==> src/rtl/umi_pkg.sv <==
// Shared UMI definitions: opcode classes and the fixed packet field layout.
// Both the packer and the unpacker import this package, so the layout is
// defined in exactly one place.
//
// Packet layout (AW-bit addresses, 4*AW-bit packet):
//   [7:0]            opcode
//   [11:8]           size (log2 of transfer bytes)
//   [31:12]          user
//   [AW+31:32]       dstaddr
//   [2AW+31:AW+32]   srcaddr
//   [4AW-1:2AW+32]   data (2*AW-32 bits)
package umi_pkg;

  localparam int UMI_CMD_W      = 32;
  localparam int UMI_OPCODE_LSB = 0;
  localparam int UMI_OPCODE_W   = 8;
  localparam int UMI_SIZE_LSB   = 8;
  localparam int UMI_SIZE_W     = 4;
  localparam int UMI_USER_LSB   = 12;
  localparam int UMI_USER_W     = 20;
  localparam int UMI_DST_LSB    = UMI_CMD_W;

  // Opcode class is the low nibble of the opcode.
  typedef enum logic [3:0] {
    UMI_READ         = 4'h1,
    UMI_WRITE        = 4'h2,
    UMI_WRITE_POSTED = 4'h3,
    UMI_RESPONSE     = 4'h4
  } umi_class_e;

  function automatic int umi_src_lsb(input int aw);
    return aw + UMI_CMD_W;
  endfunction

  function automatic int umi_data_lsb(input int aw);
    return 2 * aw + UMI_CMD_W;
  endfunction

  // Payload width in bits for a given address width.
  function automatic int umi_dw(input int aw);
    return 2 * aw - UMI_CMD_W;
  endfunction

endpackage

==> src/rtl/umi_unpack_if.sv <==
// Bus bundle for umi_unpack: the valid/ready packet input and the decoded,
// valid/ready field output.
//   slave  : the unpacker side (consumes in_*, produces decoded fields)
//   master : the environment side (produces in_*, consumes decoded fields)
interface umi_unpack_if
  import umi_pkg::*;
#(
  parameter int AW = 64
);
  localparam int DW = umi_dw(AW);

  logic              in_valid;
  logic [4*AW-1:0]   in_packet;
  logic              in_ready;
  logic              out_valid;
  logic              out_ready;
  logic [7:0]        opcode_out;
  logic [3:0]        size_out;
  logic [19:0]       user_out;
  logic [AW-1:0]     dstaddr_out;
  logic [AW-1:0]     srcaddr_out;
  logic [DW-1:0]     data_out;
  logic [DW/8-1:0]   strb_out;
  logic              cmd_read;
  logic              cmd_write;
  logic              cmd_err;
  logic [15:0]       err_count;

  modport slave (
    input  in_valid, in_packet, out_ready,
    output in_ready, out_valid, opcode_out, size_out, user_out,
           dstaddr_out, srcaddr_out, data_out, strb_out,
           cmd_read, cmd_write, cmd_err, err_count
  );

  modport master (
    output in_valid, in_packet, out_ready,
    input  in_ready, out_valid, opcode_out, size_out, user_out,
           dstaddr_out, srcaddr_out, data_out, strb_out,
           cmd_read, cmd_write, cmd_err, err_count
  );

endinterface

==> src/rtl/umi_decode.sv <==
// Combinational UMI packet decoder: splits the packet into fields, classifies
// the opcode and builds the byte strobe and the malformed-packet flag.
//   packet     : raw 4*AW-bit UMI packet
//   opcode..   : extracted fields
//   strb       : low 2**size lanes for data-carrying classes, all ones on
//                overflow, zero for reads and unknown classes
//   cmd_read   : READ class
//   cmd_write  : WRITE or WRITE_POSTED class
//   cmd_err    : unknown class or payload larger than DW/8 bytes
module umi_decode
  import umi_pkg::*;
#(
  parameter  int AW = 64,
  localparam int DW = umi_dw(AW),
  localparam int SW = DW / 8
) (
  input  logic [4*AW-1:0] packet,
  output logic [7:0]      opcode,
  output logic [3:0]      size,
  output logic [19:0]     user,
  output logic [AW-1:0]   dstaddr,
  output logic [AW-1:0]   srcaddr,
  output logic [DW-1:0]   data,
  output logic [SW-1:0]   strb,
  output logic            cmd_read,
  output logic            cmd_write,
  output logic            cmd_err
);

  umi_class_e  cls;
  logic [16:0] nbytes;

  assign opcode  = packet[UMI_OPCODE_LSB +: UMI_OPCODE_W];
  assign size    = packet[UMI_SIZE_LSB +: UMI_SIZE_W];
  assign user    = packet[UMI_USER_LSB +: UMI_USER_W];
  assign dstaddr = packet[UMI_DST_LSB +: AW];
  assign srcaddr = packet[umi_src_lsb(AW) +: AW];
  assign data    = packet[umi_data_lsb(AW) +: DW];

  assign cls    = umi_class_e'(opcode[3:0]);
  assign nbytes = 17'd1 << size;

  always_comb begin
    // NOTE: every output gets a default first so no path through the case
    // leaves a signal unassigned (which would infer a latch).
    strb      = '0;
    cmd_read  = 1'b0;
    cmd_write = 1'b0;
    cmd_err   = 1'b0;
    case (cls)
      UMI_READ: cmd_read = 1'b1;
      UMI_WRITE, UMI_WRITE_POSTED, UMI_RESPONSE: begin
        // RESPONSE carries data, so it gets a strobe, but it is not a write.
        cmd_write = (cls != UMI_RESPONSE);
        if (nbytes > 17'(SW)) begin
          strb    = '1;
          cmd_err = 1'b1;
        end else begin
          for (int i = 0; i < SW; i++) strb[i] = (17'(i) < nbytes);
        end
      end
      default: cmd_err = 1'b1;
    endcase
  end

endmodule

==> src/rtl/umi_unpack.sv <==
// UMI receive-side unpacker. Accepts packets on a valid/ready input, decodes
// them and presents registered fields on a valid/ready output. A 2-entry
// elastic buffer (output register + raw-packet skid register) sustains one
// packet per cycle while keeping in_ready registered.
//   clk, nreset : clock, asynchronous active-low reset
//   bus         : umi_unpack_if slave port (input packet, decoded outputs,
//                 saturating count of delivered errored packets)
module umi_unpack
  import umi_pkg::*;
#(
  parameter int AW = 64
) (
  input logic         clk,
  input logic         nreset,
  umi_unpack_if.slave bus
);

  localparam int DW = umi_dw(AW);
  localparam int SW = DW / 8;
  localparam int PW = 4 * AW;

  typedef enum logic [1:0] {EMPTY, ONE, TWO} occ_e;

  occ_e            state;
  logic [PW-1:0]   skid_q;
  logic            in_ready_q;
  logic            out_valid_q;
  logic [7:0]      opcode_q;
  logic [3:0]      size_q;
  logic [19:0]     user_q;
  logic [AW-1:0]   dstaddr_q;
  logic [AW-1:0]   srcaddr_q;
  logic [DW-1:0]   data_q;
  logic [SW-1:0]   strb_q;
  logic            cmd_read_q;
  logic            cmd_write_q;
  logic            cmd_err_q;
  logic [15:0]     err_count_q;

  logic [PW-1:0]   dec_packet;
  logic [7:0]      dec_opcode;
  logic [3:0]      dec_size;
  logic [19:0]     dec_user;
  logic [AW-1:0]   dec_dstaddr;
  logic [AW-1:0]   dec_srcaddr;
  logic [DW-1:0]   dec_data;
  logic [SW-1:0]   dec_strb;
  logic            dec_read;
  logic            dec_write;
  logic            dec_err;

  logic in_xfer;
  logic out_xfer;
  logic load_out;

  assign in_xfer  = bus.in_valid & in_ready_q;
  assign out_xfer = out_valid_q & bus.out_ready;

  // In TWO the oldest waiting packet sits in the skid register; otherwise
  // the output register loads straight from the input.
  assign dec_packet = (state == TWO) ? skid_q : bus.in_packet;

  assign load_out = ((state == EMPTY) && in_xfer) ||
                    ((state == ONE) && in_xfer && out_xfer) ||
                    ((state == TWO) && out_xfer);

  umi_decode #(.AW(AW)) u_decode (
    .packet    (dec_packet),
    .opcode    (dec_opcode),
    .size      (dec_size),
    .user      (dec_user),
    .dstaddr   (dec_dstaddr),
    .srcaddr   (dec_srcaddr),
    .data      (dec_data),
    .strb      (dec_strb),
    .cmd_read  (dec_read),
    .cmd_write (dec_write),
    .cmd_err   (dec_err)
  );

  // NOTE: sequential state uses non-blocking assignments so every register
  // samples pre-edge values regardless of statement order.
  always_ff @(posedge clk or negedge nreset) begin
    if (!nreset) begin
      // NOTE: the skid register is reset along with everything else; it is a
      // single entry, and a clean value keeps reset behaviour easy to reason
      // about.
      state       <= EMPTY;
      skid_q      <= '0;
      in_ready_q  <= 1'b1;
      out_valid_q <= 1'b0;
      opcode_q    <= '0;
      size_q      <= '0;
      user_q      <= '0;
      dstaddr_q   <= '0;
      srcaddr_q   <= '0;
      data_q      <= '0;
      strb_q      <= '0;
      cmd_read_q  <= 1'b0;
      cmd_write_q <= 1'b0;
      cmd_err_q   <= 1'b0;
      err_count_q <= '0;
    end else begin
      if (out_xfer && cmd_err_q && (err_count_q != 16'hFFFF))
        err_count_q <= err_count_q + 16'd1;

      if (load_out) begin
        opcode_q    <= dec_opcode;
        size_q      <= dec_size;
        user_q      <= dec_user;
        dstaddr_q   <= dec_dstaddr;
        srcaddr_q   <= dec_srcaddr;
        data_q      <= dec_data;
        strb_q      <= dec_strb;
        cmd_read_q  <= dec_read;
        cmd_write_q <= dec_write;
        cmd_err_q   <= dec_err;
      end

      case (state)
        EMPTY: begin
          if (in_xfer) begin
            out_valid_q <= 1'b1;
            state       <= ONE;
          end
        end
        ONE: begin
          if (in_xfer && !out_xfer) begin
            skid_q     <= bus.in_packet;
            in_ready_q <= 1'b0;
            state      <= TWO;
          end else if (!in_xfer && out_xfer) begin
            out_valid_q <= 1'b0;
            state       <= EMPTY;
          end
        end
        TWO: begin
          if (out_xfer) begin
            in_ready_q <= 1'b1;
            state      <= ONE;
          end
        end
        default: state <= EMPTY;
      endcase
    end
  end

  assign bus.in_ready    = in_ready_q;
  assign bus.out_valid   = out_valid_q;
  assign bus.opcode_out  = opcode_q;
  assign bus.size_out    = size_q;
  assign bus.user_out    = user_q;
  assign bus.dstaddr_out = dstaddr_q;
  assign bus.srcaddr_out = srcaddr_q;
  assign bus.data_out    = data_q;
  assign bus.strb_out    = strb_q;
  assign bus.cmd_read    = cmd_read_q;
  assign bus.cmd_write   = cmd_write_q;
  assign bus.cmd_err     = cmd_err_q;
  assign bus.err_count   = err_count_q;

endmodule

==> src/flat_wrapper.sv <==
// flat-port wrapper written by rule: the top's interface ports become plain ports
module umi_unpack_flat import umi_pkg::*;
#(
  parameter int AW = 64
)
  (clk, nreset, bus_in_valid, bus_in_packet, bus_out_ready, bus_in_ready, bus_out_valid, bus_opcode_out, bus_size_out, bus_user_out, bus_dstaddr_out, bus_srcaddr_out, bus_data_out, bus_strb_out, bus_cmd_read, bus_cmd_write, bus_cmd_err, bus_err_count);
  umi_unpack_if #(.AW(AW)) bus_i ();
  input logic clk;
  input logic nreset;
  input wire logic [$bits(bus_i.in_valid)-1:0] bus_in_valid;
  input wire logic [$bits(bus_i.in_packet)-1:0] bus_in_packet;
  input wire logic [$bits(bus_i.out_ready)-1:0] bus_out_ready;
  output wire logic [$bits(bus_i.in_ready)-1:0] bus_in_ready;
  output wire logic [$bits(bus_i.out_valid)-1:0] bus_out_valid;
  output wire logic [$bits(bus_i.opcode_out)-1:0] bus_opcode_out;
  output wire logic [$bits(bus_i.size_out)-1:0] bus_size_out;
  output wire logic [$bits(bus_i.user_out)-1:0] bus_user_out;
  output wire logic [$bits(bus_i.dstaddr_out)-1:0] bus_dstaddr_out;
  output wire logic [$bits(bus_i.srcaddr_out)-1:0] bus_srcaddr_out;
  output wire logic [$bits(bus_i.data_out)-1:0] bus_data_out;
  output wire logic [$bits(bus_i.strb_out)-1:0] bus_strb_out;
  output wire logic [$bits(bus_i.cmd_read)-1:0] bus_cmd_read;
  output wire logic [$bits(bus_i.cmd_write)-1:0] bus_cmd_write;
  output wire logic [$bits(bus_i.cmd_err)-1:0] bus_cmd_err;
  output wire logic [$bits(bus_i.err_count)-1:0] bus_err_count;
  assign bus_i.in_valid = bus_in_valid;
  assign bus_i.in_packet = bus_in_packet;
  assign bus_i.out_ready = bus_out_ready;
  assign bus_in_ready = bus_i.in_ready;
  assign bus_out_valid = bus_i.out_valid;
  assign bus_opcode_out = bus_i.opcode_out;
  assign bus_size_out = bus_i.size_out;
  assign bus_user_out = bus_i.user_out;
  assign bus_dstaddr_out = bus_i.dstaddr_out;
  assign bus_srcaddr_out = bus_i.srcaddr_out;
  assign bus_data_out = bus_i.data_out;
  assign bus_strb_out = bus_i.strb_out;
  assign bus_cmd_read = bus_i.cmd_read;
  assign bus_cmd_write = bus_i.cmd_write;
  assign bus_cmd_err = bus_i.cmd_err;
  assign bus_err_count = bus_i.err_count;
  umi_unpack #(.AW(AW)) u_core (.clk(clk), .nreset(nreset), .bus(bus_i));
endmodule
==> config.mk <==
export PLATFORM = sky130hd
export DESIGN_NAME = umi_unpack_flat
export DESIGN_NICKNAME = d
export VERILOG_FILES = /design/src/rtl/umi_pkg.sv /design/src/rtl/umi_unpack_if.sv /design/src/rtl/umi_decode.sv /design/src/rtl/umi_unpack.sv /design/src/flat_wrapper.sv
export SDC_FILE = /design/constraint.sdc
export NUM_CORES = 1
export LEC_CHECK = 0
export ABC_CLOCK_PERIOD_IN_PS = 2290
export CAP_MARGIN = 30
export CORE_UTILIZATION = 45
export CTS_CLUSTER_SIZE = 40
export DETAILED_ROUTE_END_ITERATION = 7
export PLACE_DENSITY_LB_ADDON = 0.15
export SYNTH_ARGS = -nofsm -noshare
export SYNTH_HDL_FRONTEND = slang
export SYNTH_SLANG_ARGS = --single-unit
==> constraint.sdc <==
create_clock -name clk -period 2.29 [get_ports clk]
set_clock_uncertainty 0.15 [all_clocks]
set_input_delay 0.5725 -clock clk [delete_from_list [all_inputs] [get_ports clk]]
set_output_delay 0.5725 -clock clk [all_outputs]
set_load 0.005 [all_outputs]
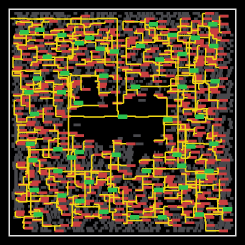
(images/clock_wires.png)
Scale: 1 px per um.
yellow -> clock wires  # length 6620 um
red -> flip-flops  # count 545
green -> clock-net drivers  # count 57
flops lie = all over the die
routed clock nets = 58

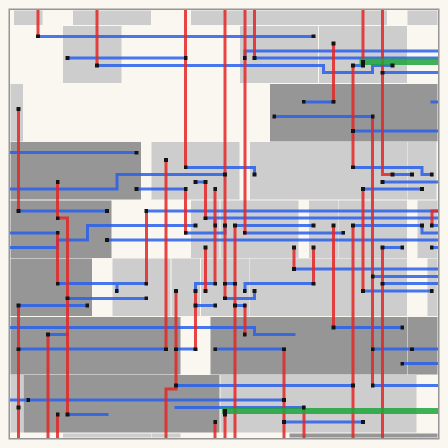
(images/closeup.png)
Window x 159 to 179, y 46 to 66 um. Cells in grey, sequential cells in the stronger grey; small squares are vias.
red -> M2
blue -> M1
green -> M3
netlist names of flops here include = `u_core.bus.data_out` (3), `u_core.skid_q` (3)
most frequent = dfrtp_1 (6), nand2_1 (4)
sequential cells in the window = 6
cells with their middle in the window = 22

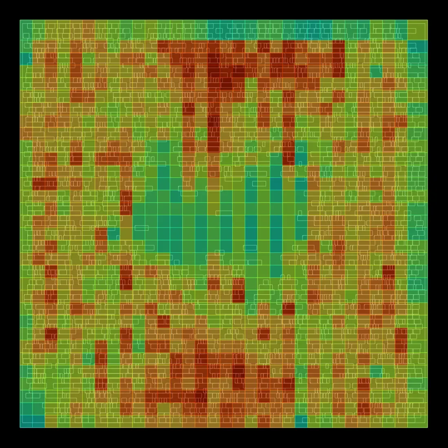
(images/congestion_map.png)
grt peak-use layer: met2
met2 Usage GRT: 42.4%

==> results_dict.tcl <==
# metrics dict for downstream scripts
set metrics [dict create \
    status "complete, no violations" \
    cts_resized 34 \
    area_growth_pct 40.4 \
    worstPathRequired_ns 1.57 \
    hpwl_mm 45.0 \
    grt_pass1_wl_mm 101 \
    seqCellArea_um2 13600 \
    slew_viol_final 0 \
    cp.depth 1 \
    die_h_um 225 \
    top_cell_area_share_pct 60.8 \
    tool_warnings 37 \
    path_delay_family "buffers and inverters" \
    dieArea_um2 50600 \
    cts_tree "built" \
    fillers 3877 \
    regToRegStartpoint "u_core.bus.in_ready" \
    ioPinCount 549 \
    sh_comb_area_pct 25.9 \
    cts_max_level 2 \
    top_cells_by_area "dfrtp_1 61%, mux2_2 13%, nand2_1 8.7%" \
    intPower_uw 15800 \
    timing.rr.end "u_core.bus.dstaddr_out[25]" \
    crit_start "u_core.bus.data_out[20]" \
    buffers 661 \
    portBuffers 548 \
    worst-path-buf-inv 1 \
    tap_cells 664 \
    inverters 3 \
    synth-warning-count 0 \
    synthArstFlopShare_pct 100 \
    post-route-period-util_pct 98.8 \
    combGateArea_um2 8130 \
    grt_use_total_pct 25.7 \
    antenna_cells 10 \
    ff_count 545 \
    largest_register_ffs 256 \
    peakVddDrop_mv 0.545 \
    first_iter_violations 1262 \
    wl_mm 65.2 \
    lay_top_count "dfrtp_1" \
    synthesis.area_um2 22400 \
    ys_types 42 \
    critPathArrivalTime_ns 1.54 \
    tightest_slew_ns 0.846 \
    drcViolationCount 0 \
    grt_start_max_net_pins 151 \
    worst_hold_slack_ns 0.276 \
    cts_setup_buffers 16 \
    netSwitchingFraction_pct 21.0 \
    dominant-cell-class "flip-flops and latches" \
    p_switching_uw 4190 \
    pre_cts_ws_ns -0.508 \
    path_max_fanout 2 \
    tns_ns 0 \
    clock_latency_ns 0.59 \
    initCoreUtil_pct 45.7 \
    clk-power_uw 9520 \
    setup_slack_ns 0.0272 \
    max_freq_mhz 442 \
    first_global_vias 18100 \
    final_cell_mix "540 x dfrtp_1, 519 x nand2_1, 494 x clkdlybuf4s50_1, 272 x nor2_1, 257 x mux2_2" \
    yosys-top-cells-count "544 x dfrtp_1, 519 x nand2_1, 272 x nor2_1" \
    cts_hold_buf 1 \
    slowest_delay_ns 0.58 \
    antenna_found_initial 14 \
    routedWlPerCell_um 19.3 \
    regMostFlops "u_core.skid_q" \
    fin_area_um2 31400 \
    place_inst 3238 \
    setup_viol 0 \
    cts_buffers 57 \
    final_antenna_net_count 0 \
    synthesis.nets 2340 \
    pg_comb_uw 810 \
    finalPower_uw 20000 \
    rsz0062_at_grt "true" \
    drt_pass1_iterations 5 \
    synth_seq_share_pct 61.0 \
    clk_share_pct 6.17 \
    ys_cells 2077 \
    p_leak_uw 0.0147 \
    power_leader "registers" \
    drive_above_1_share_pct 17.7 \
    seq_share_pct 43.4 \
    viasPerCell 5.27 \
    gp_congestion 0.836 \
    final_nets 2915 \
    numSynthFlops 545 \
    non_clock_buffer_area_share_pct 21.8 \
    crit_path_end "bus_data_out[20]" \
]
## logic make-up after synthesis
| group | after synthesis | share of synthesized area [%] |
|---|---|---|
| compound gates | 283 | 8.06 |
| xor+xnor | 13 | 0.509 |
| fa+ha+maj | 3 | 0.168 |
| buf+inv | 148 | 2.88 |
| flops | 545 | 61.0 |
| mux | 264 | 13.3 |
| simple gates | 821 | 14.1 |
## routing by layer
metal  wire length (um)  vias up  global-route usage (%)
met5                 60        -                       0
met4               2030       10                    10.5
met3               4720      120                    7.09
met2              32200      501                    42.4
met1              26200     8910                    31.8
li1                   -     8229                       -
